**src/rtl/csr_machine.sv**
```systemverilog
// Machine-mode CSR file for the RV32 core.
//  - One combinational read port (decode) and one write port (writeback).
//  - cycle/instret/HPM counters with mcountinhibit, mtval, mtvec with optional
//    vectored mode, 2-flop synchronised interrupt lines and priority resolution.
// Ports:
//  clk, rst_n                      clock, asynchronous active-low reset
//  read_address/read_data          CSR read port; readable/writeable flag the address
//  write_enable/address/data       CSR write port
//  retired, hpm_event              counter increment strobes
//  traped, mret, ecp, trap_cause,
//  interupt, trap_value            trap / return control from the pipeline
//  ext_irq, timer_irq, soft_irq    raw asynchronous interrupt lines
//  irq_pending, irq_cause          pending enabled interrupt to writeback
//  trap_vector, mret_vector        redirect targets for fetch

// One counter: each 32-bit half can be replaced by a CSR write, which
// suppresses that cycle's increment and leaves the other half untouched.
module csr_counter #(
    parameter int W = 64
) (
    input  logic          clk,
    input  logic          rst_n,
    input  logic          inc,
    input  logic          inhibit,
    input  logic          wr_lo,
    input  logic          wr_hi,
    input  logic [31:0]   wdata,
    output logic [W-1:0]  cnt
);
    logic [W-1:0] cnt_q, cnt_d;

    always_comb begin
        cnt_d = cnt_q;
        if (wr_lo)                cnt_d[31:0]    = wdata;
        else if (wr_hi)           cnt_d[W-1:32]  = wdata[W-33:0];
        else if (inc && !inhibit) cnt_d          = cnt_q + W'(1);
    end

    always_ff @(posedge clk or negedge rst_n) begin
        if (!rst_n) cnt_q <= '0;
        else        cnt_q <= cnt_d;
    end

    assign cnt = cnt_q;
endmodule

module csr_machine #(
    parameter int          NUM_HPM       = 4,
    parameter int          COUNTER_WIDTH = 64,
    parameter logic [31:0] HART_ID       = 32'h0,
    parameter logic [31:0] MTVEC_RESET   = 32'h0,
    parameter bit          VECTORED_EN   = 1'b1
) (
    input  logic               clk,
    input  logic               rst_n,
    input  logic [11:0]        read_address,
    output logic [31:0]        read_data,
    output logic               readable,
    output logic               writeable,
    input  logic               write_enable,
    input  logic [11:0]        write_address,
    input  logic [31:0]        write_data,
    input  logic               retired,
    input  logic [NUM_HPM-1:0] hpm_event,
    input  logic               traped,
    input  logic               mret,
    input  logic [31:0]        ecp,
    input  logic [3:0]         trap_cause,
    input  logic               interupt,
    input  logic [31:0]        trap_value,
    input  logic               ext_irq,
    input  logic               timer_irq,
    input  logic               soft_irq,
    output logic               irq_pending,
    output logic [3:0]         irq_cause,
    output logic [31:0]        trap_vector,
    output logic [31:0]        mret_vector
);
    // Counter slot k: 0 = mcycle, 1 = minstret, 2.. = mhpmcounter3..
    localparam int NCNT = NUM_HPM + 2;
    localparam logic [31:0] INH_MASK = 32'h5 | (((32'h1 << NUM_HPM) - 32'h1) << 3);
    localparam logic [1:0]  MODE_RST = (MTVEC_RESET[1:0] == 2'b01 && VECTORED_EN) ? 2'b01 : 2'b00;

    // Low 5 address bits of counter slot k (0xB00, 0xB02, 0xB03+i).
    function automatic logic [4:0] cnt_off(input int k);
        return (k == 0) ? 5'd0 : 5'(k + 1);
    endfunction

    logic        mstatus_mie_q, mstatus_mie_d, mstatus_mpie_q, mstatus_mpie_d;
    logic [2:0]  mie_en_q, mie_en_d;         // {MEIE, MTIE, MSIE}
    logic [29:0] mtvec_base_q, mtvec_base_d;
    logic [1:0]  mtvec_mode_q, mtvec_mode_d;
    logic [31:0] inhibit_q, inhibit_d;
    logic [31:0] mscratch_q, mscratch_d;
    logic [31:0] mepc_q, mepc_d;
    logic        mcause_irq_q, mcause_irq_d;
    logic [3:0]  mcause_code_q, mcause_code_d;
    logic [31:0] mtval_q, mtval_d;
    logic [2:0]  irq_sync_q, irq_sync_d;     // {ext, timer, soft}, first stage
    logic [2:0]  mip_q, mip_d;               // second stage, visible in mip

    logic [NCNT-1:0][COUNTER_WIDTH-1:0] cnt;
    logic [NCNT-1:0] cnt_inc, cnt_inh, cnt_wr_lo, cnt_wr_hi;

    assign cnt_inc = {hpm_event, retired, 1'b1};
    assign cnt_inh = {inhibit_q[3 +: NUM_HPM], inhibit_q[2], inhibit_q[0]};

    for (genvar k = 0; k < NCNT; k++) begin : g_cnt
        assign cnt_wr_lo[k] = write_enable && (write_address == {7'b1011000, cnt_off(k)});
        assign cnt_wr_hi[k] = write_enable && (write_address == {7'b1011100, cnt_off(k)});
        csr_counter #(.W(COUNTER_WIDTH)) u_cnt (
            .clk     (clk),
            .rst_n   (rst_n),
            .inc     (cnt_inc[k]),
            .inhibit (cnt_inh[k]),
            .wr_lo   (cnt_wr_lo[k]),
            .wr_hi   (cnt_wr_hi[k]),
            .wdata   (write_data),
            .cnt     (cnt[k])
        );
    end

    // ---------------- read port ----------------
    logic        is_cnt;
    logic [63:0] cnt_sel;

    always_comb begin
        // 0xB**/0xC** with [6:5]=0 covers mcycle..mhpmcounter31 and their
        // high halves, excluding offset 1 (time).
        is_cnt  = (read_address[11:8] == 4'hB || read_address[11:8] == 4'hC) &&
                  (read_address[6:5] == 2'b00) && (read_address[4:0] != 5'd1);
        cnt_sel = '0;
        for (int k = 0; k < NCNT; k++)
            if (read_address[4:0] == cnt_off(k)) cnt_sel[COUNTER_WIDTH-1:0] = cnt[k];

        read_data = '0;
        readable  = 1'b1;
        if (is_cnt) begin
            read_data = read_address[7] ? cnt_sel[63:32] : cnt_sel[31:0];
        end else begin
            case (read_address)
                12'h300: read_data = {24'b0, mstatus_mpie_q, 3'b0, mstatus_mie_q, 3'b0};
                12'h301: read_data = 32'h4000_0100;
                12'h304: read_data = {20'b0, mie_en_q[2], 3'b0, mie_en_q[1], 3'b0, mie_en_q[0], 3'b0};
                12'h305: read_data = {mtvec_base_q, mtvec_mode_q};
                12'h320: read_data = inhibit_q;
                12'h340: read_data = mscratch_q;
                12'h341: read_data = mepc_q;
                12'h342: read_data = {mcause_irq_q, 27'b0, mcause_code_q};
                12'h343: read_data = mtval_q;
                12'h344: read_data = {20'b0, mip_q[2], 3'b0, mip_q[1], 3'b0, mip_q[0], 3'b0};
                12'hF14: read_data = HART_ID;
                // mhpmevent3..31 exist but read as zero
                default: readable = (read_address >= 12'h323) && (read_address <= 12'h33F);
            endcase
        end
        writeable = readable && (read_address[11:10] != 2'b11);
    end

    // ---------------- next state ----------------
    always_comb begin
        mstatus_mie_d  = mstatus_mie_q;
        mstatus_mpie_d = mstatus_mpie_q;
        mie_en_d       = mie_en_q;
        mtvec_base_d   = mtvec_base_q;
        mtvec_mode_d   = mtvec_mode_q;
        inhibit_d      = inhibit_q;
        mscratch_d     = mscratch_q;
        mepc_d         = mepc_q;
        mcause_irq_d   = mcause_irq_q;
        mcause_code_d  = mcause_code_q;
        mtval_d        = mtval_q;
        irq_sync_d     = {ext_irq, timer_irq, soft_irq};
        mip_d          = irq_sync_q;

        if (write_enable) begin
            case (write_address)
                12'h304: mie_en_d = {write_data[11], write_data[7], write_data[3]};
                12'h305: begin
                    mtvec_base_d = write_data[31:2];
                    if (write_data[1:0] == 2'b00 || (write_data[1:0] == 2'b01 && VECTORED_EN))
                        mtvec_mode_d = write_data[1:0];
                end
                12'h320: inhibit_d  = write_data & INH_MASK;
                12'h340: mscratch_d = write_data;
                default: ;
            endcase
        end

        // mstatus/mepc/mcause/mtval: trap beats mret beats a CSR write.
        if (traped) begin
            mstatus_mpie_d = mstatus_mie_q;
            mstatus_mie_d  = 1'b0;
            mepc_d         = {ecp[31:2], 2'b00};
            mcause_irq_d   = interupt;
            mcause_code_d  = trap_cause;
            mtval_d        = trap_value;
        end else if (mret) begin
            mstatus_mie_d  = mstatus_mpie_q;
            mstatus_mpie_d = 1'b1;
        end else if (write_enable) begin
            case (write_address)
                12'h300: begin
                    mstatus_mie_d  = write_data[3];
                    mstatus_mpie_d = write_data[7];
                end
                12'h341: mepc_d = {write_data[31:2], 2'b00};
                12'h342: begin
                    mcause_irq_d  = write_data[31];
                    mcause_code_d = write_data[3:0];
                end
                12'h343: mtval_d = write_data;
                default: ;
            endcase
        end
    end

    always_ff @(posedge clk or negedge rst_n) begin
        if (!rst_n) begin
            mstatus_mie_q  <= 1'b0;
            mstatus_mpie_q <= 1'b0;
            mie_en_q       <= '0;
            mtvec_base_q   <= MTVEC_RESET[31:2];
            mtvec_mode_q   <= MODE_RST;
            inhibit_q      <= '0;
            mscratch_q     <= '0;
            mepc_q         <= '0;
            mcause_irq_q   <= 1'b0;
            mcause_code_q  <= '0;
            mtval_q        <= '0;
            irq_sync_q     <= '0;
            mip_q          <= '0;
        end else begin
            mstatus_mie_q  <= mstatus_mie_d;
            mstatus_mpie_q <= mstatus_mpie_d;
            mie_en_q       <= mie_en_d;
            mtvec_base_q   <= mtvec_base_d;
            mtvec_mode_q   <= mtvec_mode_d;
            inhibit_q      <= inhibit_d;
            mscratch_q     <= mscratch_d;
            mepc_q         <= mepc_d;
            mcause_irq_q   <= mcause_irq_d;
            mcause_code_q  <= mcause_code_d;
            mtval_q        <= mtval_d;
            irq_sync_q     <= irq_sync_d;
            mip_q          <= mip_d;
        end
    end

    // ---------------- outputs ----------------
    logic [2:0] irq_en;
    assign irq_en      = mip_q & mie_en_q;
    assign irq_pending = mstatus_mie_q & (|irq_en);
    // Priority: external (11) > software (3) > timer (7).
    assign irq_cause   = !irq_pending ? 4'd0 :
                         irq_en[2]    ? 4'd11 :
                         irq_en[0]    ? 4'd3  : 4'd7;
    assign trap_vector = {mtvec_base_q, 2'b00} +
                         ((mtvec_mode_q == 2'b01 && interupt) ? {26'b0, trap_cause, 2'b00} : 32'b0);
    assign mret_vector = mepc_q;
endmodule

```
**config.mk**
```make
export PLATFORM = sky130hd
export DESIGN_NAME = csr_machine
export DESIGN_NICKNAME = d
export VERILOG_FILES = /design/src/rtl/csr_machine.sv
export SDC_FILE = /design/constraint.sdc
export NUM_CORES = 2
export LEC_CHECK = 0
export CORE_ASPECT_RATIO = 0.7
export CORE_MARGIN = 3
export CORE_UTILIZATION = 50
export DETAILED_ROUTE_END_ITERATION = 10
export PLACE_DENSITY_LB_ADDON = 0.08
export SETUP_SLACK_MARGIN = 0.15
export SKIP_CTS_REPAIR_TIMING = 1
export SLEW_MARGIN = 20
export SYNTH_ARGS = -nofsm -noshare
export SYNTH_HDL_FRONTEND = slang
export SYNTH_HIERARCHICAL = 1
export SYNTH_SLANG_ARGS = --single-unit
```
**constraint.sdc**
```tcl
create_clock -name clk -period 3.2 [get_ports clk]
set_clock_uncertainty 0.2 [all_clocks]
set_input_delay 0.64 -clock clk [delete_from_list [all_inputs] [get_ports clk]]
set_output_delay 0.64 -clock clk [all_outputs]
set_load 0.01 [all_outputs]
```
met3.png
(1 px per um) Cells faint in the background.
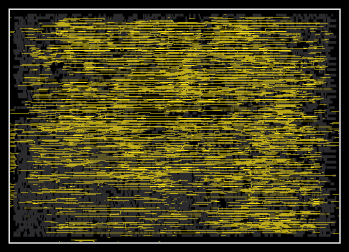
The layer carries 36.5 mm of wire. The layer holds 18% of the routed length.
Total Wirelength: 201 mm
met3 usage: 0.232
DR vias: 43200

final_clocks.png
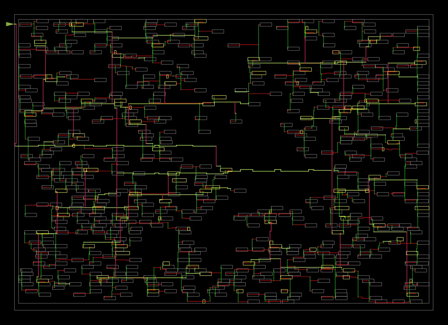
TritonCTS Buffers: 58
Clk. pwr: 7.46 mW
Insertion Delay late pin: 0.69 ns

cell_classes.png
(1 px per um)
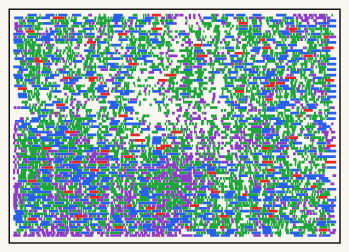
Blue stands for flops, cells 532, share of their area 27%. Green stands for all other logic, cells 3576, share of their area 49%. Red stands for clock drivers and dummy loads, cells 104, share of their area 4.2%. Purple stands for other buffers and delay cells, cells 1033, share of their area 19%.
fin area: 49900 sq um
post-layout util: 0.693
Core ar.: 72000 sq um
row cnt: 82

==> deck_impl_summary.md <==
Run Summary

Outcome
  • Status: complete, but fails checks
  • Failing checks: negative setup slack

Synthesis
  • Post-synth top flop: dfrtp_1
  • Mapped Area: roughly 37000 sq um
  • Registers, synthesis: ~530
  • Count of unique library cells instantiated by Yosys: about 96
  • Async S/R FF share, synth: 1.00
  • Yosys Instances: between 4000 and 5000
  • Fa+ha+maj area frac: 0.00424

Critical path
  • Reg2Reg Depth: 7
  • Critical Path Sink Type: primary output
  • Slowest CP cell: or3b_4
  • Worst path most repeated cell: buf_4

Global route
  • First-pass GRT wire length: approximately 280 mm
  • Pin count of the biggest net entering global routing: between 80 and 90
  • Met1 GRT Util: 0.687

Route
  • Pre-Repair DR Iteration Count: 8
  • Remaining antenna violation count: 0
  • M1 wire length: 75.2 mm

CTS
  • Clock tree buffer depth: 3
  • CTS root buffer: clkbuf_16
  • CTS tree: yes

Placed design
  • Placed cells: around 6000
  • Routability cong.: 1.15

Finish
  • Seq area share: 0.267
  • Synth-to-layout area growth: 36.5%
  • Comb area share: 0.474

Final timing
  • Fin crit period: around 4 ns
  • Setup TNS: -32.90 ns
  • Endpoints failing setup: about 61
  • Final setup margin: -0.867 ns

Pwr
  • Int Power: roughly 13 mW
  • PD cells: 379 nW/um^2
  • Power Total: ~19 mW
  • Max VDD drop: 0.000442 V

Worst hold path
  • Hold Path Class: input pin to flop
port_nets.png
(1.5 px per um)
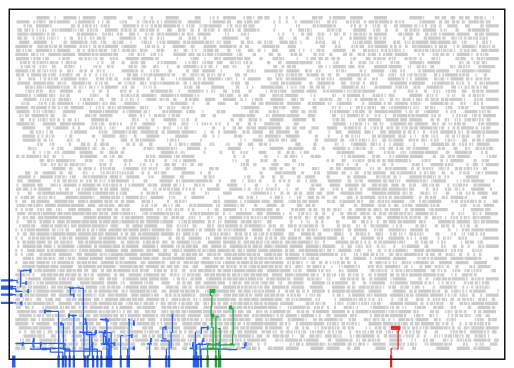
Blue stands for ecp, direction input, edge 27 bottom, 5 left, end cells 30, buffers 30, wire 792 um. Green stands for irq_cause, direction output, edge bottom, end cells 3, buffers 4, wire 158 um. Red stands for retired, direction input, edge bottom, end cells 2, buffers 1, wire 28.1 um.
# IOs: 241
# port buffers: 234

clock_map.png
(1.5 px per um)
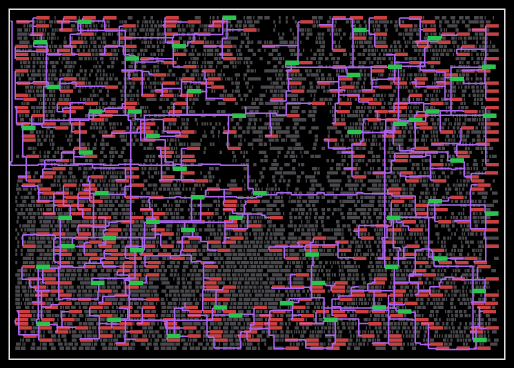
Green stands for cells driving clock nets, count 58. Red stands for flip-flops, count 532. Purple stands for clock wires, length 7860 um.
There are 59 routed clock nets. Position of the flops: spread over the die.
clock network power share: 0.395

-- sequential cells by signal (all words and copies together), names as in the netlist --
register	count
g_cnt.u_cnt/cnt	384
mscratch_q	32
mtval_q	32
mret_vector	30
mtvec_base_q	30
inhibit_q	6
mcause_code_q	4
irq_sync_q	3
mie_en_q	3
mip_q	3
mtvec_mode_q	2
mcause_irq_q	1
mstatus_mie_q	1
mstatus_mpie_q	1
-- worst min path at each step --
stage                                   endpoint  slack, ns  cells after the start
after global placement                  mip_q[0]       0.13                      0
after global routing                mcause_irq_q        0.1                      3
after detailed placement                mip_q[0]       0.14                      0
after CTS                 g_cnt[0].u_cnt/cnt[36]      -0.32                      1
final                               mcause_irq_q       0.06                      3
after floorplan                         mip_q[0]       0.13                      0
No activity file was given, so power comes from the tool's default toggle rates.
